Design mem_access_stage, sky130hd; sources not shown.
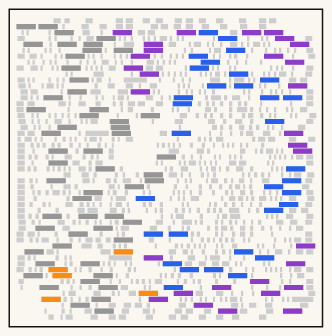
Run 1: register map, names as in the netlist
Other sequential cells in the stronger gray, the rest of the logic in the fainter gray.
[`dmem_addr`] purple | placed flops: 30
[`lat_dest`] orange | placed flops: 5 | where: bottom left
[`wb_data`] blue | placed flops: 32
not colored: 54
register area: 3028 sq um
seq pwr: 1.98 mW
Final Util: 47.05%
flop share of the area: 33.51%

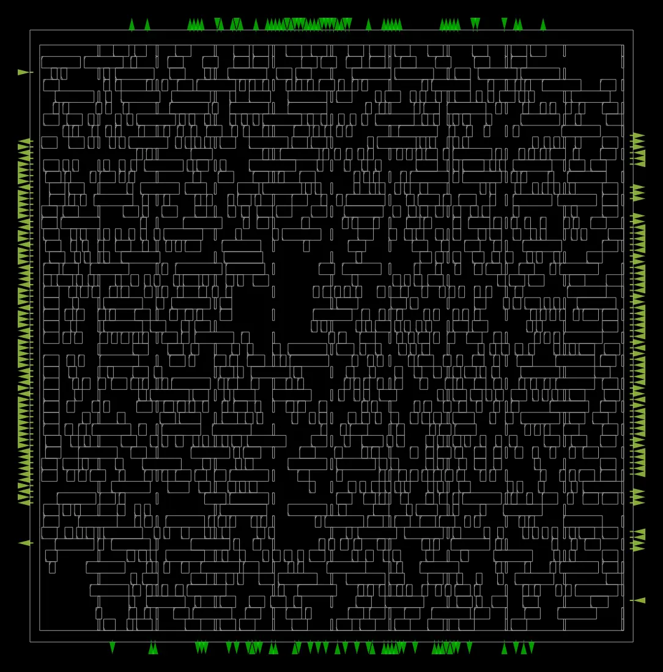
Run 1: placed standard cells
seq_cells: 121
Rows: 51

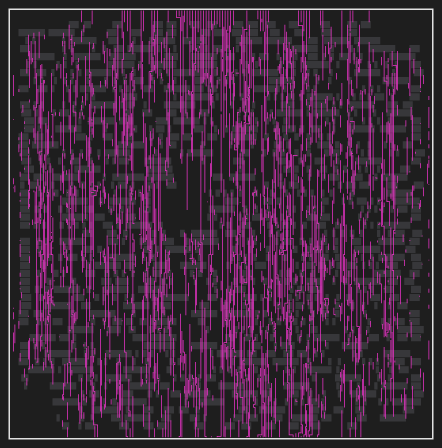
Run 1: met2 routing
Cells faint in the background.
main direction: vertical
nets with wire on the layer: 985
wire length on this layer: 11000 um
Vias: 6253
GR Util met2: 37.42%
Final Routed Wirelength: 22910 um

==> flow_summary.json, run 1 <==
{
  "cts_resized": 0,
  "grt_pass1_vias": 6665,
  "syn_avg_cell_area_sq_um": 7.385,
  "final_hold_viol_count": 0,
  "yosys_area_sq_um": 6063,
  "min_period_ns": 3.410,
  "fin_crit_sh_pct": 94.72,
  "grt_usage_pct": 22.58,
  "ys_cells": 821,
  "routabilityCongestion": 0.8626,
  "area_delta_synth_final_pct": 49.03,
  "cp_cell_sequence": "clkdlybuf4s50_1 -> a21oi_1 -> a21oi_2 -> inv_2 -> nand2_2 -> buf_6 -> buf_4 -> o21ai_0 -> clkdlybuf4s50_1",
  "grt_pass1_wl_um": 36290,
  "postSynthSeqShare_pct": 49.94,
  "antenna_found_initial": 0,
  "warnings": 26,
  "slew_violations": 0,
  "cp-end-kind": "output pin",
  "top_cells_by_area": "dfrtp_1 (50%), nand2_1 (22%), a21oi_1 (5.1%), nand3_1 (4.2%), nor2_1 (4.1%)",
  "final_cell_mix": "nand2_1 (353), clkdlybuf4s50_1 (217), dfrtp_1 (121), nor2_1 (66), a21oi_1 (62)",
  "crit_fanout": 10,
  "netlist_area_sq_um": 6063,
  "cts_sinks": 121,
  "dieWidth_um": 143,
  "status": "finished clean",
  "cts_root_buf": "clkbuf_8",
  "instances_no_fill": 1340,
  "setup_viol": 0,
  "post-dp-hpwl_um": 17500,
  "tightest_slew_ns": 0.5430,
  "slew_headroom_pct": 63.80,
  "clock.fmax_ghz": 0.2933,
  "power_mw": 5.918,
  "yosys_warnings": 0,
  "wl_per_cell_um": 17.09,
  "cts_hold_buffers": 1,
  "hold_depth": 2,
  "overflow": 0,
  "lay_top_count": "nand2_1",
  "power.density_nw_per_um2": 654.9,
  "path_delay_family": "buffers and inverters",
  "whs_ns": 0.3288,
  "cts_buffers": 17,
  "fp.coreArea_sq_um": 19210,
  "clock_latency_ns": 0.45,
  "htreeDepth": 4,
  "top_area_cell": "dfrtp_1",
  "comb_area_sq_um": 2570,
  "crit_top_cell": "clkdlybuf4s50_1",
  "clock_path_buffers": 2,
  "n_antenna_cell": 0,
  "cts_tree": "built",
  "place_inst": 1307,
  "arrival_ns": 2.72,
  "peakVddDrop_uv": 216.8,
  "hp-class": "reg -> reg",
  "r2r_setup_slack_ns": 1.84,
  "nNetsFinal": 1173,
  "crit_slowest_cell": "clkdlybuf4s50_1",
  "portBuffers": 218,
  "dr.pass1.iters": 5,
  "worst-path-stages": 9,
  "leakagePower_nw": 4.393,
  "path_buffers": 5,
  "syn_inst": 821,
  "numSynthFlops": 121,
  "path_clk_slew_ns": 0.08,
  "chipArea_sq_um": 20740,
  "fp.dieH_um": 145,
  "path_class": "in -> out",
  "cp_slowest_stage_delay_ns": 0.75,
  "max_cap_viol_count": 0,
  "post-cts-setup-buffers": 0,
  "drc": 0,
  "rr_worst_depth": 4,
  "post_route_cells_drive_above_1_share_pct": 8.465,
  "rsz0062_at_grt": "false",
  "ys_types": 25,
  "critPathRequiredTime_ns": 2.91,
  "n_fill_cell": 2385,
  "drt_iter0_drc": 320,
  "via_per_inst": 4.666,
  "antenna_left": 0,
  "grt_max_degree": 81,
  "top_cell_area_share_pct": 49.94,
  "cp-start-kind": "primary input",
  "initCoreUtil_pct": 31.57,
  "ios": 223
}
run 1: area by class of cell:
| cell class | instances | share of cell area (%) |
|---|---|---|
| Sequential cell | 121 | 33.51 |
| Multi-Input combinational cell | 607 | 28.44 |
| Timing Repair Buffer | 220 | 24.58 |
| Tap cell | 265 | 3.669 |
| Buffer | 51 | 3.406 |
| Clock buffer | 18 | 2.672 |
| Clock inverter | 14 | 1.897 |
| Inverter | 44 | 1.828 |
run 1: cells in the mapped netlist, drive strengths merged:
cell and n:
o211ai 7, nor2 69, conb 1, inv 43, buf 41, a22oi 1, dfrtp 121, clkinv 1
clkbuf 10, nand2 355, o21ai 53, nand3 54, a21oi 63, a211oi 2
run 1: metrics by stage:
stage	cell area, sq um	TNS [ns]	util [%]	worst slack (ns)
3_3_place_gp	8584	-395.72	44.69	-3.286
2_1_floorplan	6071	0	-	1.310
4_1_cts	9036	0	47.05	0.1828
6_report	9036	0	47.05	0.1901
3_5_place_dp	8613	0	44.84	0.1858
5_1_grt	9036	0	47.05	0.05475
run 1: cells by family (layout without fill, tap and decap cells):
kind of cell           after synthesis  in the layout  share of synthesized area, %
AND-OR/OR-AND                      126            126                         10.87
AND/OR/NAND/NOR                    478            478                         31.32
buffers and inverters               95            347                         7.800
other                                1              3                       0.06185
flip-flops                         121            121                         49.94
run 1: report_power, final:
group          internal, mW  switching (mW)
Clock                 0.696           0.624
Combinational          1.04            1.57
Sequential             1.75           0.234
run 1: metal layers:
metal | vias to the layer above | wire [um] | GRT usage [%]
met2 | 175 | 11040 | 37.42
met1 | 2996 | 9982 | 29.09
met5 | - | 0 | 0
met4 | 0 | 254 | 5.693
li1 | 3067 | - | -
met3 | 15 | 1628 | 6.139
run 1: worst min-delay path, cell delays in order, from the launching register on:
cell and delay, ns:
dfrtp_1 0.35, nand2_1 0.05, nand2_1 0.05
## Run 2: what changed since run 1
--- a/config.mk
+++ b/config.mk
@@ -6,7 +6,7 @@
 export NUM_CORES = 1
 export LEC_CHECK = 0
 export ABC_AREA = 1
-export CAP_MARGIN = 30
+export CAP_MARGIN = 20
 export CELL_PAD_IN_SITES_DETAIL_PLACEMENT = 1
 export CELL_PAD_IN_SITES_GLOBAL_PLACEMENT = 1
 export CORE_AREA = 2 2 141 143
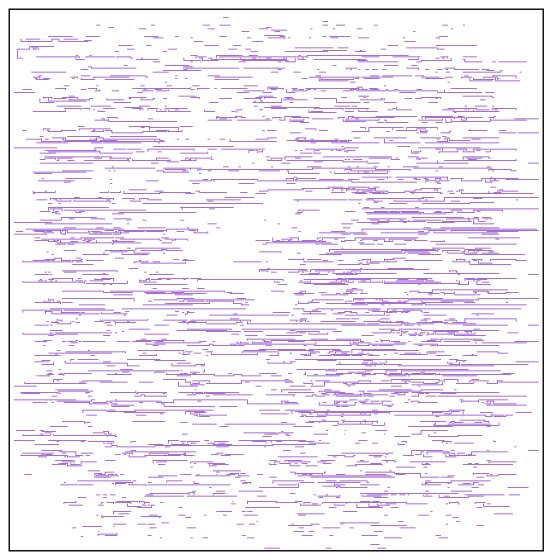
Run 2: metal 1
main direction: horizontal
share of all routed wire: 44%
nets with wire on the layer: 1037
longest straight run: 47.4 um
wire length on this layer: 9980 um
met1 Use GR: 29.09%

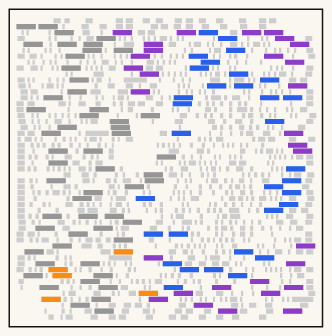
Run 2: register map, names as in the netlist
Other sequential cells in the stronger gray, the rest of the logic in the fainter gray.
[`wb_data`] blue | placed flops: 32
[`dmem_addr`] purple | placed flops: 30
[`lat_dest`] orange | placed flops: 5 | where: bottom left
not colored: 54

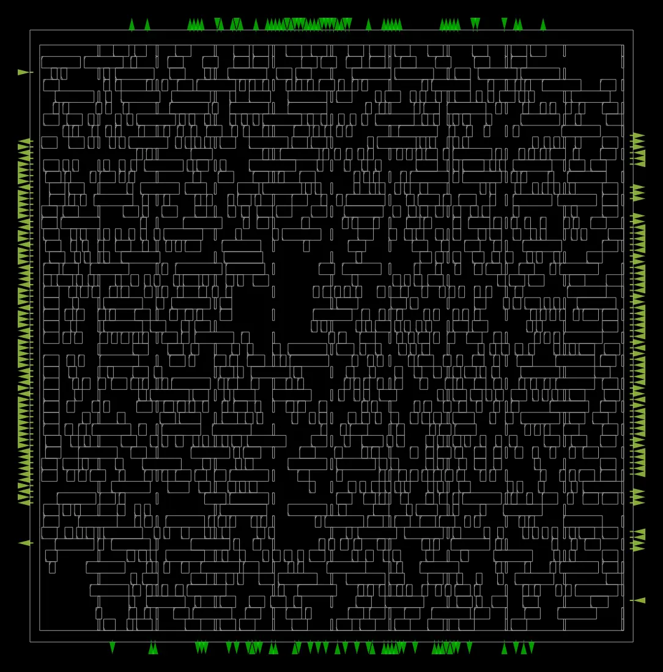
Run 2: placed standard cells
core outline area: 19210 sq um
Post-Layout Cell Count: 1340

==> flow_summary.json, run 2 <==
{
  "status": "finished clean",
  "grt_max_degree": 81,
  "rr_worst_depth": 4,
  "clock_path_buffers": 2,
  "ys_types": 25,
  "met3_length_um": 1628,
  "netlist_area_sq_um": 6063,
  "dp_worst_setup_slack_ns": 0.1858,
  "cp_slowest_stage_delay_ns": 0.75,
  "n_antenna_cell": 0,
  "cts_buffers": 17,
  "clock.fmax_ghz": 0.2933,
  "ys_cells": 821,
  "slew_violations": 0,
  "post-dp-hpwl_um": 17500,
  "cts_hold_buffers": 1,
  "overflow": 0,
  "cts_tree": "built",
  "leakagePower_nw": 4.393,
  "yosys_warnings": 0,
  "critPathRequiredTime_ns": 2.91,
  "placed_area_sq_um": 8613,
  "path_clk_slew_ns": 0.08,
  "edf_count": 0,
  "power.density_nw_per_um2": 654.9,
  "num_vias": 6253,
  "met1_length_um": 9982,
  "ios": 223,
  "grt_pass1_wl_um": 36290,
  "syn_inst": 821,
  "cp-end-kind": "output pin",
  "wl_met2_um": 11040,
  "routed_wl_um": 22910,
  "tightest_slew_ns": 0.5430,
  "cp-start-kind": "primary input",
  "initCoreUtil_pct": 31.57,
  "top_area_cell": "dfrtp_1",
  "final_cell_mix": "nand2_1 (353), clkdlybuf4s50_1 (217), dfrtp_1 (121), nor2_1 (66), a21oi_1 (62)",
  "antenna_left": 0,
  "yosysMostFrequentCell": "nand2_1",
  "fin_ws_ns": 0.1901,
  "syn_avg_cell_area_sq_um": 7.385,
  "max_cap_viol_count": 0,
  "chipArea_sq_um": 20740,
  "warnings": 26,
  "yosys_area_sq_um": 6063,
  "nNetsFinal": 1173,
  "crit_fanout": 10,
  "rsz0062_at_grt": "false",
  "fin_area_sq_um": 9036,
  "path_class": "in -> out",
  "dr.pass1.iters": 5,
  "cts_root_buf": "clkbuf_8",
  "r2r_setup_slack_ns": 1.84,
  "cp_cell_sequence": "clkdlybuf4s50_1 -> a21oi_1 -> a21oi_2 -> inv_2 -> nand2_2 -> buf_6 -> buf_4 -> o21ai_0 -> clkdlybuf4s50_1",
  "numSynthFlops": 121,
  "post-cts-setup-buffers": 0,
  "dieWidth_um": 143,
  "crit_top_cell": "clkdlybuf4s50_1",
  "drt_iter0_drc": 320,
  "n_fill_cell": 2385,
  "cts_sinks": 121,
  "grt_usage_pct": 22.58,
  "ys_dominant_reg_cell": "dfrtp_1",
  "hp-class": "reg -> reg",
  "arrival_ns": 2.72,
  "fin_crit_sh_pct": 94.72,
  "hold_depth": 2,
  "slew_headroom_pct": 63.80,
  "final_hold_viol_count": 0,
  "fp.dieH_um": 145,
  "crit_slowest_cell": "clkdlybuf4s50_1",
  "synth-async-reset-ratio_pct": 100.0,
  "cts_resized": 0,
  "lay_top_count": "nand2_1",
  "min_period_ns": 3.410,
  "wl_per_cell_um": 17.09,
  "post_route_cells_drive_above_1_share_pct": 8.465,
  "top_cell_area_share_pct": 49.94,
  "clock_latency_ns": 0.45,
  "antenna_found_initial": 0,
  "portBuffers": 218,
  "top_cells_by_area": "dfrtp_1 (50%), nand2_1 (22%), a21oi_1 (5.1%), nand3_1 (4.2%), nor2_1 (4.1%)",
  "htreeDepth": 4,
  "peakVddDrop_uv": 216.8,
  "grt_pass1_vias": 6665,
  "postSynthSeqShare_pct": 49.94,
  "top_layer": "met4",
  "row_count": 51,
  "routabilityCongestion": 0.8626,
  "area_delta_synth_final_pct": 49.03,
  "via_per_inst": 4.666,
  "setup_viol": 0,
  "netlist_top_cells_count": "nand2_1 (353), dfrtp_1 (121), nor2_1 (66)",
  "drc": 0
}
-- run 2: per-stage QoR --
step	hold slack [ns]	total power, mW	setup TNS (ns)	util, %	std cells
6_report	0.3288	5.918	0	47.05	1340
5_1_grt	0.3458	6.262	0	47.05	1340
4_1_cts	0.3370	5.985	0	47.05	1340
3_5_place_dp	0.3155	4.643	0	44.84	1307
3_3_place_gp	0.3126	4.594	-395.72	44.69	1306
2_1_floorplan	0.09441	3.426	0	-	823
-- run 2: kinds of logic after synthesis --
group / after synthesis / share of synthesized area, %
other: 1 / 0.06185
AOI/OAI and AO/OA: 126 / 10.87
DFF: 121 / 49.94
and+or+nand+nor: 478 / 31.32
buffers and inverters: 95 / 7.800
-- run 2: report_power, final --
| group | internal (mW) | switching (mW) | total, mW |
|---|---|---|---|
| registers | 1.75 | 0.234 | 1.98 |
| clock network | 0.696 | 0.624 | 1.32 |
| logic | 1.04 | 1.57 | 2.62 |
| total | 3.49 | 2.43 | 5.92 |
-- run 2: final cells by class --
type                    count  area (sq um)  area share, %
well taps                 265         331.6          3.669
repair buffers            220          2221          24.58
flip-flops and latches    121          3028          33.51
clock buffers              18         241.5          2.672
multi-input cells         607          2570          28.44
inverters                  44         165.2          1.828
clock inverters            14         171.4          1.897
plain buffers              51         307.8          3.406
-- run 2: per-layer routing --
metal	track usage, %	vias to the layer above
met1	29.09	2996
li1	-	3067
met4	5.693	0
met2	37.42	175
met3	6.139	15
met5	0	-
-- run 2: worst max-delay path, delay by kind of cell --
kind                   cells  cell delay [ns]
buffers and inverters      5             1.69
AOI/OAI and AO/OA          3             0.43
and+or+nand+nor            1             0.06
Power and IR drop assume default switching activity.
